===== config.mk =====
export PLATFORM = sky130hd
export DESIGN_NAME = ex_hazard_controller
export DESIGN_NICKNAME = d
export VERILOG_FILES = /design/src/rtl/ex_hazard_controller.sv
export SDC_FILE = /design/constraint.sdc
export NUM_CORES = 1
export LEC_CHECK = 0
export ABC_CLOCK_PERIOD_IN_PS = 1750
export CAP_MARGIN = 20
export CORE_MARGIN = 3
export CORE_UTILIZATION = 39
export CTS_BUF_LIST = sky130_fd_sc_hd__clkbuf_2 sky130_fd_sc_hd__clkbuf_4 sky130_fd_sc_hd__clkbuf_8
export CTS_CLUSTER_DIAMETER = 40
export CTS_CLUSTER_SIZE = 24
export DETAILED_ROUTE_END_ITERATION = 12
export PLACE_DENSITY = 0.9
export REMOVE_ABC_BUFFERS = 1
export SETUP_SLACK_MARGIN = 0.3
export SYNTH_ARGS = -nofsm -noshare
export SYNTH_HDL_FRONTEND = slang
export SYNTH_SLANG_ARGS = --single-unit

===== constraint.sdc =====
create_clock -name clock -period 1.75 [get_ports clock]
set_clock_uncertainty 0.05 [all_clocks]
set_input_delay 0.35 -clock clock [delete_from_list [all_inputs] [get_ports clock]]
set_output_delay 0.35 -clock clock [all_outputs]
set_load 0.01 [all_outputs]

===== src/rtl/ex_hazard_controller.sv =====
// ex_hazard_controller: execute-stage scheduler.
// - Selects where each ALU operand comes from: ID/EX data, EX/MEM forward or MEM/WB forward.
// - Stalls the front end and injects a bubble on a load-use hazard.
// - Holds ID/EX while a multi-cycle ALU operation occupies EX.
// Optional feature: define HAZ_PERF_CNT_EN to add saturating stall-cause counters.
module ex_hazard_controller #(
  parameter int REG_W    = 5,
  parameter int MC_CNT_W = 4
) (
  input  logic                clock,
  input  logic                reset,
  input  logic                id_valid,
  input  logic [REG_W-1:0]    id_src_top,
  input  logic [REG_W-1:0]    id_src_bot,
  input  logic                id_use_top,
  input  logic                id_use_bot,
  input  logic [MC_CNT_W-1:0] id_mc_len,
  input  logic [REG_W-1:0]    ex_dst,
  input  logic                ex_wr,
  input  logic                ex_is_load,
  input  logic [REG_W-1:0]    exm_dst,
  input  logic                exm_wr,
  input  logic                exm_half,
  input  logic [REG_W-1:0]    mwb_dst,
  input  logic                mwb_wr,
  input  logic                mwb_half,
  output logic [4:0]          alu_top_sel,
  output logic [4:0]          alu_bot_sel,
  output logic                stall,
  output logic                bubble,
  output logic                ex_busy
`ifdef HAZ_PERF_CNT_EN
  ,
  output logic [15:0]         load_stall_cnt,
  output logic [15:0]         mc_stall_cnt
`endif
);

  localparam logic [4:0] SEL_IDEX  = 5'b00001;
  localparam logic [4:0] SEL_EXM_T = 5'b00010;
  localparam logic [4:0] SEL_EXM_B = 5'b00100;
  localparam logic [4:0] SEL_MWB_T = 5'b01000;
  localparam logic [4:0] SEL_MWB_B = 5'b10000;

  typedef enum logic [1:0] {
    S_IDLE       = 2'd0,
    S_LOAD_STALL = 2'd1,
    S_MC_BUSY    = 2'd2
  } state_t;

  state_t              r_state;
  logic [MC_CNT_W-1:0] r_mc_cnt;
  logic [4:0]          r_top_sel;
  logic [4:0]          r_bot_sel;

  // Operand 0 is the top operand, operand 1 the bottom operand.
  logic [1:0]            w_use;
  logic [1:0][REG_W-1:0] w_src;
  logic [1:0][4:0]       w_sel;
  logic [1:0]            w_ld_hit;
  logic                  w_load_hazard;
  logic                  w_mc_start;

  assign w_use = {id_use_bot, id_use_top};
  assign w_src = {id_src_bot, id_src_top};

  // Per-operand forwarding select; register 0 is hard-wired, so it never forwards.
  genvar gi;
  generate
    for (gi = 0; gi < 2; gi++) begin : g_operand
      logic w_src_nz;
      logic w_exm_hit;
      logic w_mwb_hit;
      assign w_src_nz     = (w_src[gi] != '0);
      assign w_exm_hit    = w_use[gi] & w_src_nz & exm_wr & (w_src[gi] == exm_dst);
      assign w_mwb_hit    = w_use[gi] & w_src_nz & mwb_wr & (w_src[gi] == mwb_dst);
      assign w_ld_hit[gi] = w_use[gi] & (w_src[gi] == ex_dst);
      assign w_sel[gi]    = w_exm_hit ? (exm_half ? SEL_EXM_B : SEL_EXM_T) :
                            w_mwb_hit ? (mwb_half ? SEL_MWB_B : SEL_MWB_T) :
                                        SEL_IDEX;
    end
  endgenerate

  assign w_load_hazard = (r_state == S_IDLE) & id_valid & ex_is_load & ex_wr & (|w_ld_hit);
  assign w_mc_start    = id_valid & (id_mc_len != '0);

  // Front-end control is combinational so the hold takes effect in the same cycle.
  assign stall       = ~reset & ((r_state != S_IDLE) | w_load_hazard);
  assign bubble      = ~reset & w_load_hazard;
  assign ex_busy     = (r_state == S_MC_BUSY);
  assign alu_top_sel = r_top_sel;
  assign alu_bot_sel = r_bot_sel;

  // Scheduler FSM: selects update only when the decode instruction advances into ID/EX.
  always_ff @(posedge clock) begin
    if (reset) begin
      r_state   <= S_IDLE;
      r_mc_cnt  <= '0;
      r_top_sel <= SEL_IDEX;
      r_bot_sel <= SEL_IDEX;
    end else begin
      case (r_state)
        S_IDLE: begin
          if (w_load_hazard) begin
            // The bubble entering ID/EX reads nothing, so it carries the neutral select.
            r_top_sel <= SEL_IDEX;
            r_bot_sel <= SEL_IDEX;
            r_state   <= S_LOAD_STALL;
          end else begin
            r_top_sel <= id_valid ? w_sel[0] : SEL_IDEX;
            r_bot_sel <= id_valid ? w_sel[1] : SEL_IDEX;
            if (w_mc_start) begin
              r_mc_cnt <= id_mc_len;
              r_state  <= S_MC_BUSY;
            end
          end
        end
        S_LOAD_STALL: begin
          r_state <= S_IDLE;
        end
        S_MC_BUSY: begin
          r_mc_cnt <= r_mc_cnt - 1'b1;
          if (r_mc_cnt <= 1) begin
            r_state <= S_IDLE;
          end
        end
        default: begin
          r_state  <= S_IDLE;
          r_mc_cnt <= '0;
        end
      endcase
    end
  end

`ifdef HAZ_PERF_CNT_EN
  // Saturating stall counters; any stall outside MC_BUSY is caused by a load-use hazard.
  always_ff @(posedge clock) begin
    if (reset) begin
      load_stall_cnt <= '0;
      mc_stall_cnt   <= '0;
    end else begin
      if (stall && (r_state != S_MC_BUSY) && (load_stall_cnt != 16'hFFFF)) begin
        load_stall_cnt <= load_stall_cnt + 16'd1;
      end
      if (stall && (r_state == S_MC_BUSY) && (mc_stall_cnt != 16'hFFFF)) begin
        mc_stall_cnt <= mc_stall_cnt + 16'd1;
      end
    end
  end
`endif

endmodule


m1.png
Supply wires on this layer in gray.
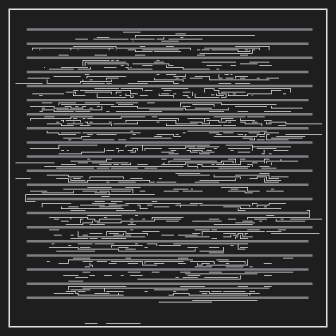
wire length on this layer: 2090 um
nets with wire on the layer: 248
main direction: horizontal
share of all routed wire: 40%
longest straight run: 35.9 um

m2.png
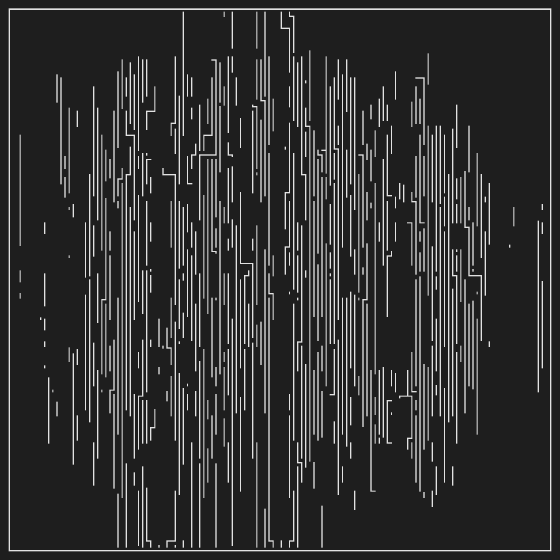
longest straight run: 37.7 um
nets with wire on the layer: 263
share of all routed wire: 51%

m3.png
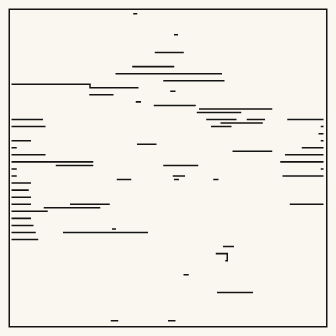
nets with wire on the layer: 54
share of all routed wire: 6.2%
longest straight run: 20.2 um
main direction: horizontal
wire length on this layer: 322 um
Via Count: 1581
GRT met3 Usage: 5.319%

m4.png
Bar = 20 um. Supply wires on this layer in gray. Cells faint in the background.
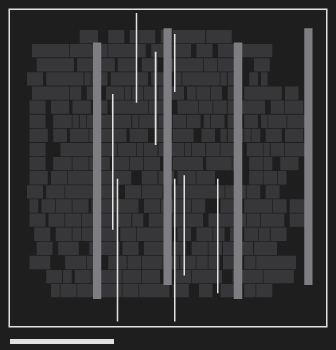
wire length on this layer: 167 um
share of all routed wire: 3.2%
nets with wire on the layer: 8

clock_nets.png
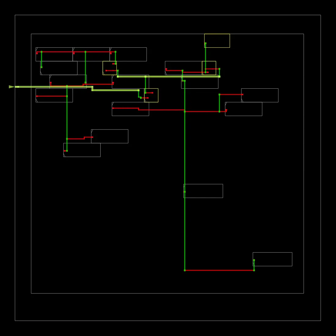
sequential cells: 16
Clk power: 0.261 mW

==> results.cfg <==
; implementation run metrics
[outcome]
status = finished with violations
violations = negative setup slack

[critical_path]
worstPathRequired_ns = 1.35
cp.arrival_ns = 1.58
r2r_slack_ns = -0.14
crit_fanout = 3
crit_type = flop to primary output
endpoint_kind = primary output
start_kind = flop

[grt]
grt_pass1_wl_mm = 7.245
grt_usage_pct = 26.59
grt_pass1_vias = 1576
antenna_found_initial = 0
grt_start_max_net_pins = 11
grt_overflow = 0

[yosys]
ys_warn_count = 0
topCellsByArea = dfxtp_1, xnor2_1, a32o_1
syn-cell-area_mm2 = 0.001175
async_flop_share_pct = 0
largest_area_cell = dfxtp_1
ys_types = 33
synth-main-ff-cell = dfxtp_1
syn_avg_cell_area_um2 = 8.452
yosys.stat.seqShare_pct = 27.26
yosysMostFrequentCell = xnor2_1
ys_ff = 16
top_area_share_pct = 27.26
edf_count = 0
ys_area_mm2 = 0.001175
synthTopCellsByCount = xnor2_1, dfxtp_1, nand4_1
ys_cells = 139
syn_inst = 139

[pwr]
cellLeakagePower_nw = 0.9642
netSwitchingPower_mw = 0.3994
switching_share_pct = 33.84
power_frac_seq_pct = 33.8
powerDensity_mw_per_mm2 = 518.3
intPower_mw = 0.7808
ir_drop_v = 0.0006872
combPwrFrac_pct = 44.1
pwr-share-clk_pct = 22.1

[placement]
io_buffers = 52
gp_congestion = 0.9414
dp_cells = 249
post-dp-hpwl_mm = 3.281
placement.cell_area_mm2 = 0.001941

[route]
ant_nets = 0
vias_per_cell = 5.944
dr.first_iter.drc_count = 88
drcViolationCount = 0
drt_pass1_iterations = 4
wl_mm = 5.235
avgRoutedWirePerCell_um = 19.68

[timing]
finalCriticalPeriod_ns = 1.982
drv_slew = 0
hold_violations = 0
slew_headroom_pct = 63.27
fmax_mhz = 504.6
worst_slack_ns = -0.2318
fin_crit_sh_pct = 113.2
rsz0062_at_grt = yes
tightest_slew_ns = 0.5489
setup_viol = 15

[cts]
clkTransAtPathRegs_ns = 0.11
clkSinkCount = 16
cts_tree = done
hold_buffers = 0
insertion_delay_ns = 0.30
numCtsBuffers = 3
max-clock-path-buffers = 2
root_buffer = clkbuf_4
htree_levels = 1

[finish]
final_nets = 278
fillers = 171
finalInstanceArea_mm2 = 0.002277
fin_cells = 266
comb_area_mm2 = 0.001020
syn_to_final_growth_pct = 93.82
drive_above_1_share_pct = 39.15
antennaDiodeCount = 0
flop_area_um2 = 322.8
fin_util_pct = 81.18

[hold_path]
min_path_type = flop to flop

[die]
fp_util_pct = 41.88
die_x_um = 60.89
core_area_mm2 = 0.002805
rows = 19
fp.dieH_um = 60.89
dieArea_mm2 = 0.003707
ioPinCount = 53

[flow_run]
tool_warnings = 28
drv_cap = 0
==> power by group through the flow <==
stage                     Combinational, mW  Clock [mW]  Sequential (mW)
after global routing                  0.549       0.275            0.401
after global placement                0.402           0            0.404
after detailed placement              0.414           0            0.405
after floorplan                       0.179           0            0.406
final                                 0.521       0.261            0.399
after CTS                             0.460       0.249            0.396
==> metal layers <==
layer  up-vias  wire length (um)  GRT usage, %
met2        83              2657         50.69
met3        16               322         5.319
li1        718                 -             -
met4         0               166         5.882
met5         -                 0             0
met1       764              2088         30.15
==> final cells by class <==
cell class / instances / share of cell area [%]
clock buffer: 4 / 1.593
inverter: 7 / 1.264
multi-input combinational: 113 / 44.78
sequential: 16 / 14.18
tap: 31 / 1.703
timing repair buffer: 95 / 36.48
==> logic make-up after synthesis <==
group / Yosys count / synth area share, %
compound gates: 30 / 20.34
xor+xnor: 32 / 23.86
fa+ha+maj: 2 / 2.130
buf+inv: 10 / 3.834
flops: 16 / 27.26
simple gates: 49 / 22.58
==> state kept, by name, summed over array words and instances (netlist names) <==
signal	flops
alu_bot_sel	5
alu_top_sel	5
r_mc_cnt	4
r_state	2
==> cell usage in the layout, fill, tap and decap left out, types with 2 or more instances in the layout <==
cell / count
a21oi_1: 2
a32o_1: 8
buf_2: 5
buf_4: 31
buf_6: 15
clkbuf_4: 3
clkdlybuf4s50_1: 16
dfxtp_1: 14
dfxtp_2: 2
dlygate4sd2_1: 26
ha_1: 2
inv_1: 6
nand2_1: 8
nand4_1: 12
nor2_1: 7
nor2b_1: 2
nor3_1: 3
nor3_2: 2
nor3_4: 3
o211ai_1: 5
o21ai_0: 2
o21ai_4: 2
o32a_1: 2
or4_4: 2
xnor2_1: 22
xnor2_2: 9
==> path summary, 6_finish.rpt <==
check | end | cells after the start | startpoint
hold / removal | alu_bot_sel[4]$_SDFFE_PP0N_ | 1 | alu_bot_sel[4]$_SDFFE_PP0N_
setup reg to reg | r_mc_cnt[3]$_SDFFE_PP0P_ | 8 | r_state[1]$_SDFFE_PP0P_
hold reg to reg | alu_bot_sel[4]$_SDFFE_PP0N_ | 1 | alu_bot_sel[4]$_SDFFE_PP0N_
setup / recovery | stall | 5 | r_state[1]$_SDFFE_PP0P_
==> worst max-delay path: stages, from the launching register on <==
cell and delay, ns:
dfxtp_2 0.34, and4bb_2 0.32, nand4_1 0.09, o22a_2 0.27
a21oi_2 0.11, buf_2 0.15
==> through the flow <==
stage	hold slack, ns	worst slack [ns]	power, mW	TNS, ns
after CTS	0.4247	-0.1942	1.105	-0.3507
after global routing	0.4457	-0.2824	1.225	-2.632
after global placement	0.3989	-0.8487	0.8055	-9.136
final	0.4245	-0.2318	1.180	-1.605
after floorplan	0.3691	0.05656	0.5843	0
after detailed placement	0.4079	-0.8425	0.8182	-9.346
==> repair_timing <==
item                                    CTS  global route
pin swaps                                24            24
resized                                 104            21
endpoints found under the setup margin   29            19
buffers inserted                          6             7
Power and IR drop assume default switching activity.
